Run 1, wiring by layer:
Drawn at 1.5 px/micron. Two of the layers only.
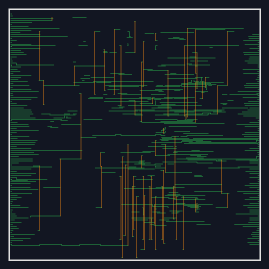
Run 1, signal wires on met2:
Drawn at 3 px/micron.
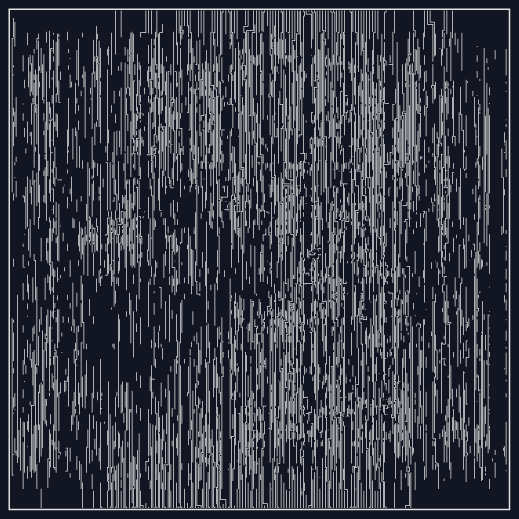
Run 1, port wiring:
Drawn at 1.5 px/micron.
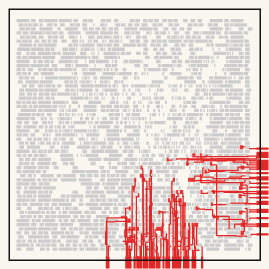
Run 1, cell placement:
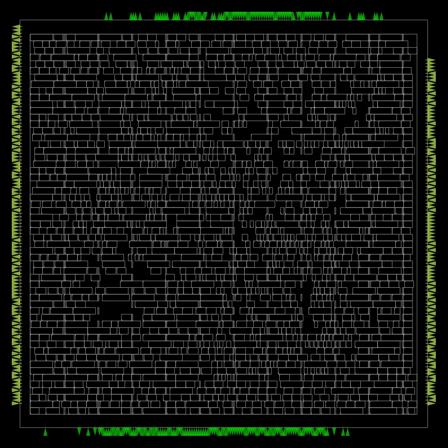
### src/rtl/lsu_pkg.sv
// Shared types for the load/store memory master.
//   size_e  : access size (byte, half, word, double)
//   err_e   : response error code returned on resp_err
//   state_e : request FSM states
//   is_misaligned() : natural-alignment check for a given size and byte offset
package lsu_pkg;

    typedef enum logic [1:0] {
        SZ_B = 2'd0,
        SZ_H = 2'd1,
        SZ_W = 2'd2,
        SZ_D = 2'd3
    } size_e;

    typedef enum logic [1:0] {
        ERR_OK       = 2'd0,
        ERR_MISALIGN = 2'd1,
        ERR_TIMEOUT  = 2'd2
    } err_e;

    typedef enum logic [1:0] {
        StIdle   = 2'd0,
        StIssue  = 2'd1,
        StRdWait = 2'd2,
        StResp   = 2'd3
    } state_e;

    // An access is misaligned when any of the low log2(size) address bits are set.
    function automatic logic is_misaligned(size_e size, logic [2:0] off);
        logic mis;
        case (size)
            SZ_B:    mis = 1'b0;
            SZ_H:    mis = off[0];
            SZ_W:    mis = |off[1:0];
            default: mis = |off;
        endcase
        return mis;
    endfunction

endpackage

### src/rtl/lsu_lane_align.sv
// Combinational byte-lane steering for an 8-lane (64-bit) data bus.
//   size        in  access size
//   off         in  byte offset within the 8-byte beat (addr[2:0])
//   is_unsigned in  zero-extend loads instead of sign-extending (ignored for D)
//   wdata       in  right-justified store data
//   rdata_raw   in  raw 64-bit beat from memory
//   wmask       out byte-lane mask for the access
//   wdata_lane  out store data shifted into its lanes
//   rdata_ext   out load data extracted from its lanes and extended to 64 bits
module lsu_lane_align
    import lsu_pkg::*;
(
    input  size_e       size,
    input  logic [2:0]  off,
    input  logic        is_unsigned,
    input  logic [63:0] wdata,
    input  logic [63:0] rdata_raw,
    output logic [7:0]  wmask,
    output logic [63:0] wdata_lane,
    output logic [63:0] rdata_ext
);

    logic [5:0]  shamt;
    logic [63:0] rshift;

    assign shamt      = {off, 3'b000};
    assign wdata_lane = wdata << shamt;
    assign rshift     = rdata_raw >> shamt;

    always_comb begin
        wmask     = '0;
        rdata_ext = '0;
        unique case (size)
            SZ_B: begin
                wmask     = 8'h01 << off;
                rdata_ext = {{56{~is_unsigned & rshift[7]}}, rshift[7:0]};
            end
            SZ_H: begin
                wmask     = 8'h03 << off;
                rdata_ext = {{48{~is_unsigned & rshift[15]}}, rshift[15:0]};
            end
            SZ_W: begin
                wmask     = 8'h0F << off;
                rdata_ext = {{32{~is_unsigned & rshift[31]}}, rshift[31:0]};
            end
            SZ_D: begin
                wmask     = 8'hFF;
                rdata_ext = rshift;
            end
            default: ;
        endcase
    end

endmodule

### src/rtl/lsu_mem_master.sv
// Load/store initiator between the EXU/MEM stage and the data memory.
// Accepts one request at a time, issues one 8-byte-aligned beat with a byte
// mask, and returns an extended load result or an error code.
//   clk, rst_n                       clock, asynchronous active-low reset
//   req_valid/req_ready              request handshake
//   req_wen/size/unsigned/addr/wdata request fields (registered on accept)
//   resp_valid/resp_ready            response handshake
//   resp_rdata/resp_err              load result (0 for stores/errors), error code
//   data_r_en/data_w_en              memory read/write strobes (ISSUE only)
//   data_wmask/data_addr/data_w      byte mask, aligned address, lane-shifted data
//   mem_ack, mem_rvalid, data_r      memory beat accept, read valid, read data
module lsu_mem_master
    import lsu_pkg::*;
#(
    parameter int unsigned ADDR_W  = 64,
    parameter int unsigned DATA_W  = 64,
    parameter int unsigned TIMEOUT = 255
) (
    input  logic              clk,
    input  logic              rst_n,
    input  logic              req_valid,
    output logic              req_ready,
    input  logic              req_wen,
    input  logic [1:0]        req_size,
    input  logic              req_unsigned,
    input  logic [ADDR_W-1:0] req_addr,
    input  logic [DATA_W-1:0] req_wdata,
    output logic              resp_valid,
    input  logic              resp_ready,
    output logic [DATA_W-1:0] resp_rdata,
    output logic [1:0]        resp_err,
    output logic              data_r_en,
    output logic              data_w_en,
    output logic [7:0]        data_wmask,
    output logic [ADDR_W-1:0] data_addr,
    output logic [DATA_W-1:0] data_w,
    input  logic              mem_ack,
    input  logic [DATA_W-1:0] data_r,
    input  logic              mem_rvalid
);

    localparam int unsigned CNT_W = $clog2(TIMEOUT + 1);

    state_e            state_q, state_d;
    logic              wen_q, wen_d;
    size_e             size_q, size_d;
    logic              uns_q, uns_d;
    logic [ADDR_W-1:0] addr_q, addr_d;
    logic [DATA_W-1:0] wdata_q, wdata_d;
    logic [DATA_W-1:0] rdata_q, rdata_d;
    err_e              err_q, err_d;
    logic [CNT_W-1:0]  cnt_q, cnt_d;

    logic [7:0]        lane_mask;
    logic [DATA_W-1:0] lane_wdata;
    logic [DATA_W-1:0] lane_rdata;
    logic              timeout_hit;
    logic              waiting;

    lsu_lane_align u_lane_align (
        .size        (size_q),
        .off         (addr_q[2:0]),
        .is_unsigned (uns_q),
        .wdata       (wdata_q),
        .rdata_raw   (data_r),
        .wmask       (lane_mask),
        .wdata_lane  (lane_wdata),
        .rdata_ext   (lane_rdata)
    );

    assign waiting = (state_q == StIssue) || (state_q == StRdWait);
    // Counter starts at 0 on entry, so the strobe/wait lasts exactly TIMEOUT cycles.
    assign timeout_hit = waiting && (cnt_q == CNT_W'(TIMEOUT - 1));

    always_comb begin
        state_d = state_q;
        wen_d   = wen_q;
        size_d  = size_q;
        uns_d   = uns_q;
        addr_d  = addr_q;
        wdata_d = wdata_q;
        rdata_d = rdata_q;
        err_d   = err_q;

        unique case (state_q)
            StIdle: begin
                if (req_valid) begin
                    wen_d   = req_wen;
                    size_d  = size_e'(req_size);
                    uns_d   = req_unsigned;
                    addr_d  = req_addr;
                    wdata_d = req_wdata;
                    rdata_d = '0;
                    if (is_misaligned(size_e'(req_size), req_addr[2:0])) begin
                        err_d   = ERR_MISALIGN;
                        state_d = StResp;
                    end else begin
                        err_d   = ERR_OK;
                        state_d = StIssue;
                    end
                end
            end
            StIssue: begin
                if (mem_ack) begin
                    if (wen_q) begin
                        state_d = StResp;
                    end else if (mem_rvalid) begin
                        rdata_d = lane_rdata;
                        state_d = StResp;
                    end else begin
                        state_d = StRdWait;
                    end
                end else if (timeout_hit) begin
                    err_d   = ERR_TIMEOUT;
                    state_d = StResp;
                end
            end
            StRdWait: begin
                if (mem_rvalid) begin
                    rdata_d = lane_rdata;
                    state_d = StResp;
                end else if (timeout_hit) begin
                    err_d   = ERR_TIMEOUT;
                    state_d = StResp;
                end
            end
            StResp: begin
                if (resp_ready) begin
                    state_d = StIdle;
                end
            end
            default: state_d = StIdle;
        endcase

        if (state_d != state_q || !waiting) begin
            cnt_d = '0;
        end else begin
            cnt_d = cnt_q + 1'b1;
        end
    end

    always_ff @(posedge clk or negedge rst_n) begin
        if (!rst_n) begin
            state_q <= StIdle;
            wen_q   <= 1'b0;
            size_q  <= SZ_B;
            uns_q   <= 1'b0;
            addr_q  <= '0;
            wdata_q <= '0;
            rdata_q <= '0;
            err_q   <= ERR_OK;
            cnt_q   <= '0;
        end else begin
            state_q <= state_d;
            wen_q   <= wen_d;
            size_q  <= size_d;
            uns_q   <= uns_d;
            addr_q  <= addr_d;
            wdata_q <= wdata_d;
            rdata_q <= rdata_d;
            err_q   <= err_d;
            cnt_q   <= cnt_d;
        end
    end

    // Strobes decode straight from the state register so reset drops them asynchronously.
    assign req_ready  = (state_q == StIdle);
    assign resp_valid = (state_q == StResp);
    assign resp_rdata = rdata_q;
    assign resp_err   = err_q;
    assign data_r_en  = (state_q == StIssue) && !wen_q;
    assign data_w_en  = (state_q == StIssue) && wen_q;
    assign data_wmask = data_w_en ? lane_mask : 8'h00;
    assign data_addr  = {addr_q[ADDR_W-1:3], 3'b000};
    assign data_w     = data_w_en ? lane_wdata : '0;

endmodule

### config.mk
export PLATFORM = sky130hd
export DESIGN_NAME = lsu_mem_master
export DESIGN_NICKNAME = d
export VERILOG_FILES = /design/src/rtl/lsu_pkg.sv /design/src/rtl/lsu_lane_align.sv /design/src/rtl/lsu_mem_master.sv
export SDC_FILE = /design/constraint.sdc
export NUM_CORES = 1
export LEC_CHECK = 0
export CORE_MARGIN = 4
export CORE_UTILIZATION = 51
export CTS_CLUSTER_DIAMETER = 100
export DETAILED_ROUTE_END_ITERATION = 16
export GPL_TIMING_DRIVEN = 0
export PLACE_DENSITY_LB_ADDON = 0.2
export SYNTH_ARGS = -nofsm -noshare
export SYNTH_HDL_FRONTEND = slang
export SYNTH_SLANG_ARGS = --single-unit
### constraint.sdc
create_clock -name clk -period 6.5 [get_ports clk]
set_input_delay 0.65 -clock clk [delete_from_list [all_inputs] [get_ports clk]]
set_output_delay 0.65 -clock clk [all_outputs]
set_load 0.03 [all_outputs]
==> run notes, run 1 <==
impl run done, here's what came out: status=complete, no violations, design area=roughly 18000 sq um, first-pass GRT wire length=72.6 mm, Log Warnings=35, Slew @ Worst Pin=1.24 ns, maximum clock frequency=217 MHz, layout cells sized above 1=19.9%, Placer Congestion=about 0.98, Worst-Skew Late Latency=0.54 ns, Psw=4.75 mW, cycle use final=70.9%, CTS Sinks=208, sequential cell area=5200 sq um, # Cells Yosys=1251, xor/xnor share=0.411%, simple share=11.9%, M1 GR Usage=42.6%, antenna violations before repair=3, NonClk Buf Share=27.7%, mux frac, synth=between 20% and 30%, FF-to-FF End=resp_rdata[43]$_DFFE_PN0P_, most used logic cell in the final layout=clkdlybuf4s50_1, highest fanout seen on the critical path=10, ANT nets after route=0, Final Net Count=between 1500 and 2000, total track usage=32.9%, 1st-pass router iterations=6, CP top delay family=buffers and inverters, Worst Setup Path Type=flip-flop to output port, via/cell ratio=5.86, GR met3 Demand/Resource=9.14%, dpl cells=1982, Comb gates=870, Synth flops=208, Initial Util=52.2%, Gate Area=6600 sq um, P per Cell Area=566 nW/um^2, synthesis warning total=0, slew margin rel.=16.4%, Dominant combinational family=multiplexers, placed cell areas=17300 sq um, top cells by count, synth=208 x dfrtp_1, 159 x mux2_2, 107 x nand2_1, 107 x nor2_1, 99 x mux2i_1, Distinct cells, synth=about 60, Diodes inserted=1, Met2 Routed Length=21.9 mm, number of H-tree levels=1, Mapped Cells=1251, RSZ-0062 raised after global routing=no, Worst Reg-to-Reg Cells=10, Max rail drop VDD=0.427 mV, largest net degree at the start of global routing=120, Total Die Area=27600 sq um, Seq pwr share=22.5%, clock network power share=about 14%, Core Area=approximately 24000 sq um, Sw Share=roughly 46%, CP bufs+invs=6, post-CTS setup buffers=0, Avg WL per Cell=23.1 microns, hold_ws=about 0.10 ns, sequential cell area share=28.8%, Hold WC Path Type=input pin to async pin, CP endpoint kind=output port, Top-area cell share=between 40% and 50%, CP most frequent cell=clkbuf_1, Synth area leader=dfrtp_1, WL met3=4.85 mm, Seq share, synth=40.8%, most numerous logic cells after layout=403 x clkdlybuf4s50_1, 208 x dfrtp_1, 159 x mux2_2, 107 x nand2_1, 107 x nor2_1, Main synth FF type=dfrtp_1, critical path's slowest cell=clkdlybuf4s50_1, top power group=combinational cells, combinational gate power=6.52 mW, Comb power frac=63.6%, clock distribution power=1.43 mW, crit path DAT=3.96 ns, Post-synth area hogs=dfrtp_1 41%, mux2_2 14%, mux2i_1 7.8%, clk slew on worst S/H paths=0.06 ns, Setup WS pre-CTS=2.49 ns, global route overflow=0, DR top layer=met5, GR peak layer=met2, vias in the first global route=12100, asr flop ratio synth=100%, die span in y=166 microns, Slowest Stage Delay on Critical Path=0.69 ns, CTS buffer count=24, Hold-fix buffers, CTS=0, r2r startpoint=state_q[1]$_DFF_PN0_, endpoints failing hold=0, FF-to-FF setup slack=approximately 3.6 ns, combinational share of cell area=between 30% and 40%, YS chip area=12800 sq um, crit start category=flip-flop, filler cell count=1783, EDFF count, synth=0, Max clock buf depth=3, Clock buf/inv share=~4.6%, WP depth=9, aoi share=14.4%, DP HPWL=36.8 mm, sequential power=2.31 mW, Die Wd=approximately 170 microns, invs w/o clock=12, worst setup path endpoint=data_w[29], Layout Skew=0.0144 ns, synth-to-layout area growth=41.7%, Buffers excl. clock=568, Post-CTS Resized=0
Notes on 'wiring by layer' above:
metal 4 -> orange  # wire length 1610 microns
metal 3 -> green  # wire length 4850 microns

Notes on 'signal wires on met2' above:
main direction = vertical
wire length on this layer = 21.9 mm
longest straight run = 64.9 microns
share of all routed wire = 47%
nets with wire on the layer = 1655
drt total wl: 46.9 mm
Vias: 11900
global routing usage on met2: 54.4%

Notes on 'port wiring' above:
`data_w` -> red  # direction output, end cells 64, buffers 64, wire 2280 microns
PortBufs: 404
num ports: 408

Notes on 'cell placement' above:
post-layout util: 74.0%
Seq Cell Count: 208

Run 1, I/O pins on the die edge:
Drawn at 3 px/micron. Pins as bars across the die edge, other pins in grey.
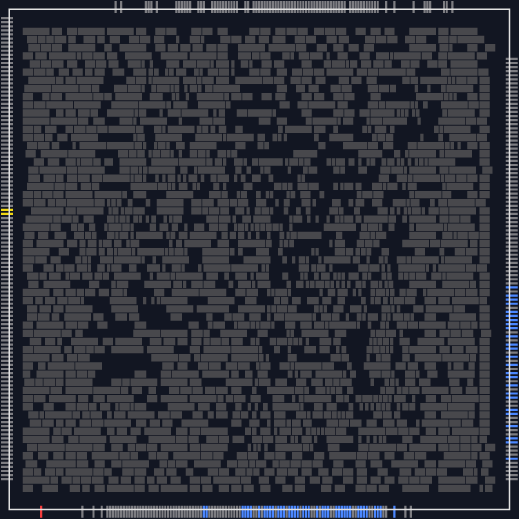

--- run 2 (diff from run 1) ---
--- a/config.mk
+++ b/config.mk
@@ -6,7 +6,7 @@
 export NUM_CORES = 1
 export LEC_CHECK = 0
 export CORE_MARGIN = 4
-export CORE_UTILIZATION = 51
+export CORE_UTILIZATION = 43
 export CTS_CLUSTER_DIAMETER = 100
 export DETAILED_ROUTE_END_ITERATION = 16
 export GPL_TIMING_DRIVEN = 0
==> constraint.sdc (replaced) <==
create_clock -name clk -period 3.94 [get_ports clk]
set_input_delay 0.394 -clock clk [delete_from_list [all_inputs] [get_ports clk]]
set_output_delay 0.394 -clock clk [all_outputs]
set_load 0.03 [all_outputs]
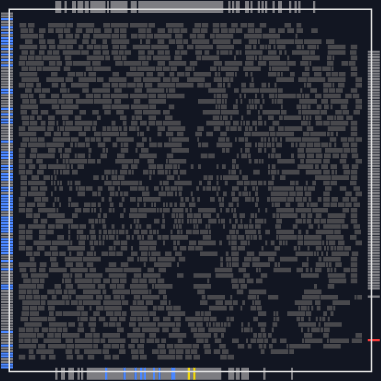
Run 2: I/O pins on the die edge
Drawn at 2 px/micron. Pins as bars across the die edge, other pins in grey.
`rst_n` -> red  # pins 1, direction input, edge right
`resp_err` -> yellow  # pins 2, direction output, edge bottom
`data_w` -> blue  # pins 64, direction output, edge 55 left, 9 bottom

==> run 2 against run 1 <==
Via count fell by 0.47%. Critical endpoint is now data_w[59]. Largest power group unchanged. Worst hold slack improved by 0.36 ns. Sequential share of layout area shrank 0.20 points.
==> run notes, run 2 <==
impl run done, here's what came out: number of H-tree levels=1 (unchanged), Buffers excl. clock=567 (was 568), sequential cell area=5200 sq um (unchanged), EDFF count, synth=0 (unchanged), status=complete, no violations (unchanged), Slowest Stage Delay on Critical Path=0.61 ns (was 0.69 ns), CP endpoint kind=output port (unchanged), synthesis warning total=0 (unchanged), top power group=combinational cells (unchanged), Avg WL per Cell=23.4 microns (was 23.1 microns), endpoints failing hold=0 (unchanged), Slew @ Worst Pin=1.28 ns (was 1.24 ns), GR peak layer=met2 (unchanged), Seq Cell Count=208 (unchanged), synth-to-layout area growth=42.7% (was 41.7%), placed cell areas=17300 sq um (about the same), Seq pwr share=22.5% (about the same), clock distribution power=2.36 mW (was 1.43 mW), cycle use final=97.5%, most numerous logic cells after layout=390 x clkdlybuf4s50_1, 208 x dfrtp_1, 159 x mux2_2, 107 x nor2_1, 106 x nand2_1 (was 403 x clkdlybuf4s50_1, 208 x dfrtp_1, 159 x mux2_2, 107 x nand2_1, 107 x nor2_1), r2r startpoint=state_q[0]$_DFF_PN0_ (was state_q[1]$_DFF_PN0_), Gate Area=6620 sq um (was 6600 sq um), simple share=11.9% (unchanged), design area=18200 sq um (was 18100 sq um), maximum clock frequency=260 MHz, WP depth=10 (was 9), RSZ-0062 raised after global routing=no (unchanged), invs w/o clock=12 (unchanged), worst setup path endpoint=data_w[59] (was data_w[29]), top cells by count, synth=208 x dfrtp_1, 159 x mux2_2, 107 x nand2_1, 107 x nor2_1, 99 x mux2i_1 (unchanged), FF-to-FF setup slack=0.85 ns (was 3.58 ns), Comb gates=870 (unchanged), Worst Reg-to-Reg Cells=6 (was 10), num ports=408 (unchanged), first-pass GRT wire length=73.2 mm (was 72.6 mm), ANT nets after route=0 (unchanged), Vias=11800 (was 11900), CTS Sinks=208 (unchanged), Mapped Cells=1251 (unchanged), Sw Share=46.0% (was 46.3%), via/cell ratio=5.67 (was 5.86), combinational gate power=10.7 mW (was 6.52 mW), Hold-fix buffers, CTS=1 (was 0), Post-CTS Resized=14 (was 0), Synth area leader=dfrtp_1 (unchanged), M1 GR Usage=35.1% (was 42.6%), slew margin rel.=13.8% (was 16.4%), FF-to-FF End=wdata_q[34]$_DFFE_PN0P_ (was resp_rdata[43]$_DFFE_PN0P_), Max rail drop VDD=0.508 mV (was 0.427 mV), Synth flops=208 (unchanged), Placer Congestion=0.971 (was 0.980), YS chip area=12800 sq um (unchanged), highest fanout seen on the critical path=10 (unchanged), post-layout util=62.8% (was 74.0%), aoi share=14.4% (unchanged), global route overflow=0 (unchanged), sequential power=3.80 mW (was 2.31 mW), P per Cell Area=925 nW/um^2 (was 566 nW/um^2), Post-synth area hogs=dfrtp_1 41%, mux2_2 14%, mux2i_1 7.8% (unchanged), critical path's slowest cell=clkdlybuf4s50_1 (unchanged), Seq share, synth=40.8% (unchanged), dpl cells=2042 (was 1982), Final Net Count=1897 (was 1896), WL met3=4.66 mm (was 4.85 mm), Diodes inserted=2 (was 1), Worst Setup Path Type=flip-flop to output port (unchanged), filler cell count=2473 (was 1783), Clock buf/inv share=4.50% (was 4.62%), Hold WC Path Type=input pin to flip-flop (was input pin to async pin), Distinct cells, synth=60 (unchanged), Initial Util=44.0% (was 52.2%), Top-area cell share=40.8% (unchanged), NonClk Buf Share=27.7% (about the same), most used logic cell in the final layout=clkdlybuf4s50_1 (unchanged), layout cells sized above 1=20.6% (was 19.9%), Main synth FF type=dfrtp_1 (unchanged), drt total wl=48.9 mm (was 46.9 mm), Dominant combinational family=multiplexers (unchanged), CTS buffer count=26 (was 24), Psw=7.75 mW (was 4.75 mW), Max clock buf depth=3 (unchanged), Worst-Skew Late Latency=0.54 ns (about the same), total track usage=28.7% (was 32.9%), global routing usage on met2=48.0% (was 54.4%), sequential cell area share=28.6% (was 28.8%), crit path DAT=3.45 ns (was 3.96 ns), Setup WS pre-CTS=0.0422 ns (was 2.49 ns), Total Die Area=32500 sq um (was 27600 sq um), clk root buf=clkbuf_16 (unchanged), die span in y=180 microns (was 166 microns), hold_ws=0.459 ns (was 0.101 ns), Core Area=29000 sq um (was 24500 sq um), largest net degree at the start of global routing=108 (was 120), asr flop ratio synth=100% (unchanged), Die Wd=180 microns (was 166 microns), CP Cell Sequence=buf_2, buf_6, buf_2, buf_4, buf_4, mux2i_1, a21oi_1, mux2i_1, nor2_1, clkdlybuf4s50_1 (was inv_1, ha_1, clkbuf_1, nand2_1, inv_1, clkbuf_1, clkbuf_1, and3_1, clkdlybuf4s50_1), antenna violations before repair=3 (unchanged), Comb power frac=63.5% (was 63.6%), Max Slew Vio Count=0 (unchanged), Log Warnings=39 (was 35), DP HPWL=38.4 mm (was 36.8 mm), combinational share of cell area=36.3% (was 36.5%), Met2 Routed Length=23.2 mm (was 21.9 mm), # Cells Yosys=1251 (unchanged), vias in the first global route=12300 (was 12100), post-CTS setup buffers=0 (unchanged), GR met3 Demand/Resource=7.93% (was 9.14%), clock network power share=14.0% (was 13.9%)
Power and IR drop assume default switching activity.
